===== config.mk =====
export PLATFORM = sky130hd
export DESIGN_NAME = cbus_arbiter
export DESIGN_NICKNAME = d
export VERILOG_FILES = /design/src/rtl/cbus_arbiter.sv
export SDC_FILE = /design/constraint.sdc
export NUM_CORES = 1
export LEC_CHECK = 0
export CAP_MARGIN = 30
export CORE_AREA = 8 8 210 212
export CTS_CLUSTER_DIAMETER = 120
export CTS_CLUSTER_SIZE = 16
export DETAILED_ROUTE_END_ITERATION = 8
export DIE_AREA = 0 0 218 220
export PLACE_DENSITY = 0.45
export SETUP_SLACK_MARGIN = 0.2
export SYNTH_ARGS = -nofsm -noshare
export SYNTH_HDL_FRONTEND = slang
export SYNTH_SLANG_ARGS = --single-unit

===== constraint.sdc =====
create_clock -name clk -period 1.52 [get_ports clk]
set_clock_uncertainty 0.15 [all_clocks]
set_input_delay 0.152 -clock clk [delete_from_list [all_inputs] [get_ports clk]]
set_output_delay 0.152 -clock clk [all_outputs]
set_load 0.02 [all_outputs]

===== src/rtl/cbus_arbiter.sv =====
// cbus_arbiter: round-robin merge of several cbus masters onto one burst port.
// A grant is held from request until the slave returns ready && last.
package cbus_pkg;

   localparam logic [1:0] BURST_FIXED = 2'b00;
   localparam logic [1:0] BURST_INCR  = 2'b01;
   localparam logic [1:0] BURST_WRAP  = 2'b10;

   typedef struct packed {
      logic        valid;
      logic        is_write;
      logic [2:0]  size;
      logic [31:0] addr;
      logic [7:0]  strobe;
      logic [63:0] data;
      logic [7:0]  len;
      logic [1:0]  burst;
   } cbus_req_t;

   typedef struct packed {
      logic        ready;
      logic        last;
      logic [63:0] data;
   } cbus_resp_t;

endpackage

module cbus_arbiter
   import cbus_pkg::*;
#(
   parameter int NUM_MASTERS = 2,
   parameter int IDX_W       = $clog2(NUM_MASTERS)
) (
   input  logic             clk,
   input  logic             resetn,
   input  cbus_req_t        ireqs  [NUM_MASTERS],
   output cbus_resp_t       iresps [NUM_MASTERS],
   output cbus_req_t        oreq,
   input  cbus_resp_t       oresp,
   output logic             busy,
   output logic [IDX_W-1:0] grant_idx
);

   typedef enum logic {
      IDLE = 1'b0,
      BUSY = 1'b1
   } state_t;

   localparam logic [IDX_W:0]   NM       = NUM_MASTERS[IDX_W:0];
   localparam logic [IDX_W-1:0] LAST_IDX = NUM_MASTERS[IDX_W-1:0] - 1'b1;

   state_t                 state_q;
   logic [IDX_W-1:0]       grant_q;
   logic [IDX_W-1:0]       prio_q;

   logic [NUM_MASTERS-1:0]   vld;
   logic [2*NUM_MASTERS-1:0] rot;
   logic                     req_any;
   logic [IDX_W-1:0]         ofs;
   logic [IDX_W:0]           sum;
   logic [IDX_W-1:0]         grant_d;
   logic [IDX_W-1:0]         prio_d;
   logic                     done;

   // Rotate the valid vector so bit 0 is the master at prio_q; the
   // lowest set bit is then the round-robin winner's offset from prio_q.
   always_comb begin
      vld = '0;
      for (int i = 0; i < NUM_MASTERS; i++) begin
         vld[i] = ireqs[i].valid;
      end
      rot     = {vld, vld} >> prio_q;
      req_any = |vld;
      ofs     = '0;
      for (int k = NUM_MASTERS - 1; k >= 0; k--) begin
         if (rot[k]) begin
            ofs = IDX_W'(k);
         end
      end
      sum = {1'b0, prio_q} + {1'b0, ofs};
      if (sum >= NM) begin
         grant_d = IDX_W'(sum - NM);
      end else begin
         grant_d = sum[IDX_W-1:0];
      end
   end

   always_comb begin
      done   = oresp.ready && oresp.last;
      prio_d = (grant_q == LAST_IDX) ? '0 : grant_q + 1'b1;
   end

   always_ff @(posedge clk or negedge resetn) begin
      if (!resetn) begin
         state_q <= IDLE;
         grant_q <= '0;
         prio_q  <= '0;
      end else begin
         unique case (state_q)
            IDLE: begin
               if (req_any) begin
                  grant_q <= grant_d;
                  state_q <= BUSY;
               end
            end
            BUSY: begin
               if (done) begin
                  state_q <= IDLE;
                  prio_q  <= prio_d;
               end
            end
         endcase
      end
   end

   // Request and response paths are pure muxes; non-grantees see zeros.
   always_comb begin
      oreq = '0;
      for (int i = 0; i < NUM_MASTERS; i++) begin
         iresps[i] = '0;
         if (state_q == BUSY && grant_q == IDX_W'(i)) begin
            oreq      = ireqs[i];
            iresps[i] = oresp;
         end
      end
   end

   assign busy      = (state_q == BUSY);
   assign grant_idx = grant_q;

endmodule


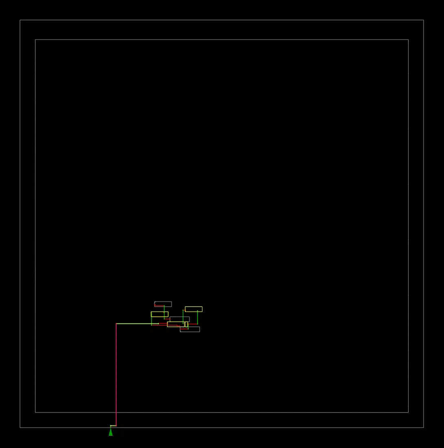
**Above:** clock nets.
Sink Count: 3
clock insertion delay at the later pin of the skew report: 0.22 ns
total clock buffers created by CTS: 3

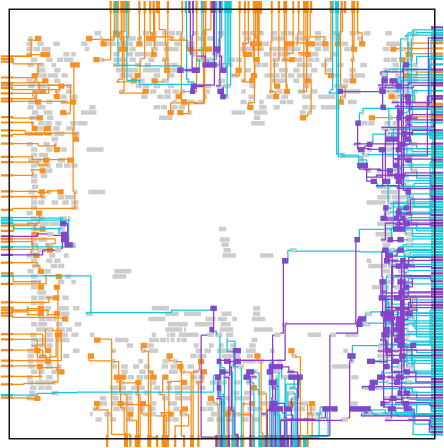
**Above:** wires at chosen ports, followed through buffers.
- cyan: iresps (bits 132; direction output; end cells 132; buffers 132; wire 4320 um)
- orange: oreq (bits 119; direction output; end cells 119; buffers 119; wire 3860 um)
- purple: oresp (bits 66; direction input; end cells 133; buffers 71; wire 3610 um)

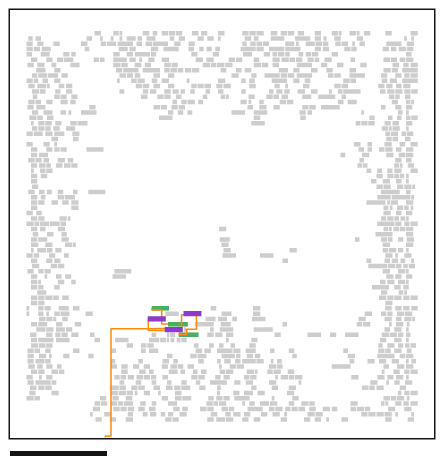
**Above:** clock wires, drivers and flops.
Bar = 50 um.
- green: flip-flops (count 3)
- orange: clock wires (length 153 um)
- purple: cells driving clock nets (count 3)
- routed clock nets: 4

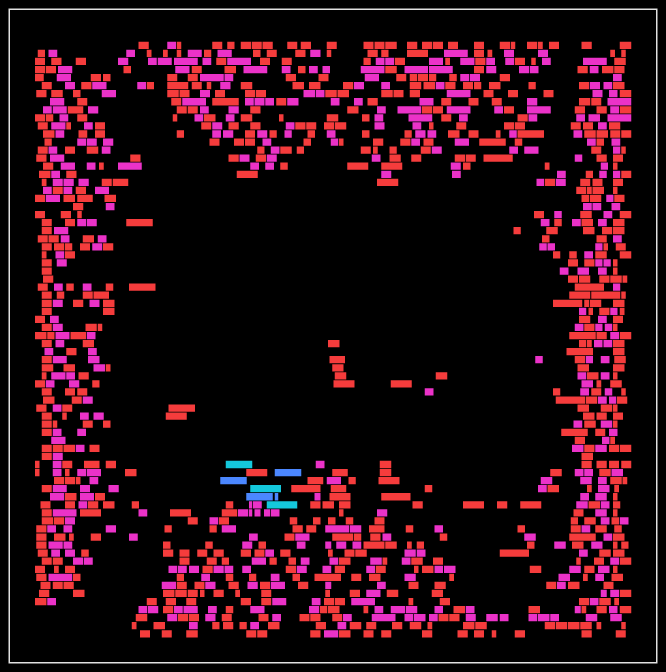
**Above:** cell classes on the final placement.
- cyan: flip-flops (cells 3; share of their area 0.76%)
- blue: clock drivers and dummy loads (cells 4; share of their area 0.73%)
- magenta: all other logic (cells 379; share of their area 36%)
- red: other buffers and delay cells (cells 664; share of their area 62%)

[power by group through the flow]
stage | Sequential [mW] | Clock [mW] | Combinational (mW)
floorplan | 0.129 | 0 | 4.83
global placement | 0.139 | 0 | 8.62
detailed placement | 0.139 | 0 | 8.57
CTS | 0.142 | 0.422 | 8.80
global route | 0.174 | 0.431 | 11.1
finish | 0.165 | 0.414 | 10.5
[final timing paths]
kind	endpoint	depth (start not counted)	slack (ns)	start
min in group asynchronous	busy	2	0.55	resetn
min	grant_idx	2	0.39	prio_q
max in group asynchronous	grant_idx	2	0.48	resetn
max	oreq[68]	6	-0.50	grant_idx
min reg2reg	grant_idx	2	0.39	prio_q
max reg2reg	grant_idx	4	0.12	grant_idx
[sequential cells by signal, indices dropped and copies added, names as in the netlist]
signal	flops
grant_idx	1
prio_q	1
busy	1
==> flow_summary.json <==
{
  "placement.io_buffers": 558,
  "setup_cp_type": "reg2out",
  "nFlopsAndLatches": 3,
  "topCombFamilyByArea": "simple AND/OR/NAND/NOR gates",
  "synth.ff_latch_count": 3,
  "placed_cells_incl_taps": 1518,
  "inv_count": 1,
  "cp-start-kind": "register",
  "number_of_failing_setup_endpoints_in_the_final_timing_report": 251,
  "clk_root_buffer_cell": "sky130_fd_sc_hd__clkbuf_16",
  "h-tree-depth": 1,
  "crit_path_max_fanout": 12,
  "multi_input_comb_area_um2": 3950,
  "irDropWorstVdd_uv": 386,
  "synth-edff-count": 0,
  "ys_seq_share": 0.0233,
  "initialDrtViolationCount": 99,
  "synth_compound_gate_area_share": 0.00543,
  "timing_hold_violations_final": 0,
  "most_numerous_logic_cell_after_layout": "sky130_fd_sc_hd__clkdlybuf4s50_1",
  "run_status": "finished, violations left",
  "topCellsByArea": "sky130_fd_sc_hd__mux2i_1, sky130_fd_sc_hd__nor2b_1, sky130_fd_sc_hd__and2_1, sky130_fd_sc_hd__and3_1, sky130_fd_sc_hd__buf_8",
  "timing.critical_path.cells": "buf_8 > buf_12 > buf_4 > mux2i_4 > nor2b_2 > buf_6",
  "worst_slew_margin_rel": 0.857,
  "p_per_area_nw_per_um2": 964,
  "total_power_mw": 11.1,
  "synthesis.area_um2": 3220,
  "first_global_vias": 5946,
  "most-common-layout-cells": "sky130_fd_sc_hd__clkdlybuf4s50_1, sky130_fd_sc_hd__buf_6, sky130_fd_sc_hd__nor2b_2",
  "dr_total_vias": 5585,
  "yosys.area.top_type_share": 0.373,
  "clkTransAtPathRegs_ns": 0.03,
  "comb_area_frac": 0.343,
  "netlist_instances": 431,
  "critical_path.endpoint_type": "primary output",
  "final_critical_path_setup_slack_ns": -0.496,
  "seq_power_share": 0.015,
  "maxClockFrequency_mhz": 496,
  "synth.avg_cell_area_um2": 7.48,
  "antenna_cells": 0,
  "max_slew.worst_pin.slew_ns": 0.211,
  "critPathMaxStageDelay_ns": 0.56,
  "first_pass_grt_wire_length_um": 39400,
  "top_usage_layer": "met2",
  "tritoncts": "done",
  "nonClockBufferCount": 664,
  "layout-area-overhead-vs-synth_pct": 258,
  "globalRoute.totalOverflow": 0,
  "avgViaCountPerCell": 3.53,
  "cts_post_setup_buffers_inserted": 17,
  "gr-usage-met2": 0.207,
  "first_pass_iters": 4,
  "layout.area.top_class": "buffers",
  "failing_checks": "negative setup slack",
  "synth_cell_types": 16,
  "totalNegativeSetupSlack_ns": -88.60,
  "grt_util_met3": 0.0377,
  "cts_resized": 754,
  "comb.multi_input.count": 378,
  "hp-class": "reg2reg",
  "power_switching_mw": 4.74,
  "yosysChipArea_um2": 3220,
  "finalWirelength_um": 31000,
  "io_pins": 559,
  "clock_period_minus_final_worst_setup_slack_ns": 2.02,
  "drc": 0,
  "power.combinational.fraction": 0.948,
  "power.share.clock": 0.037,
  "fillerInstances": 4333,
  "intPower_mw": 6.36,
  "tap_cells": 532,
  "ys_sh_xor": 0
}
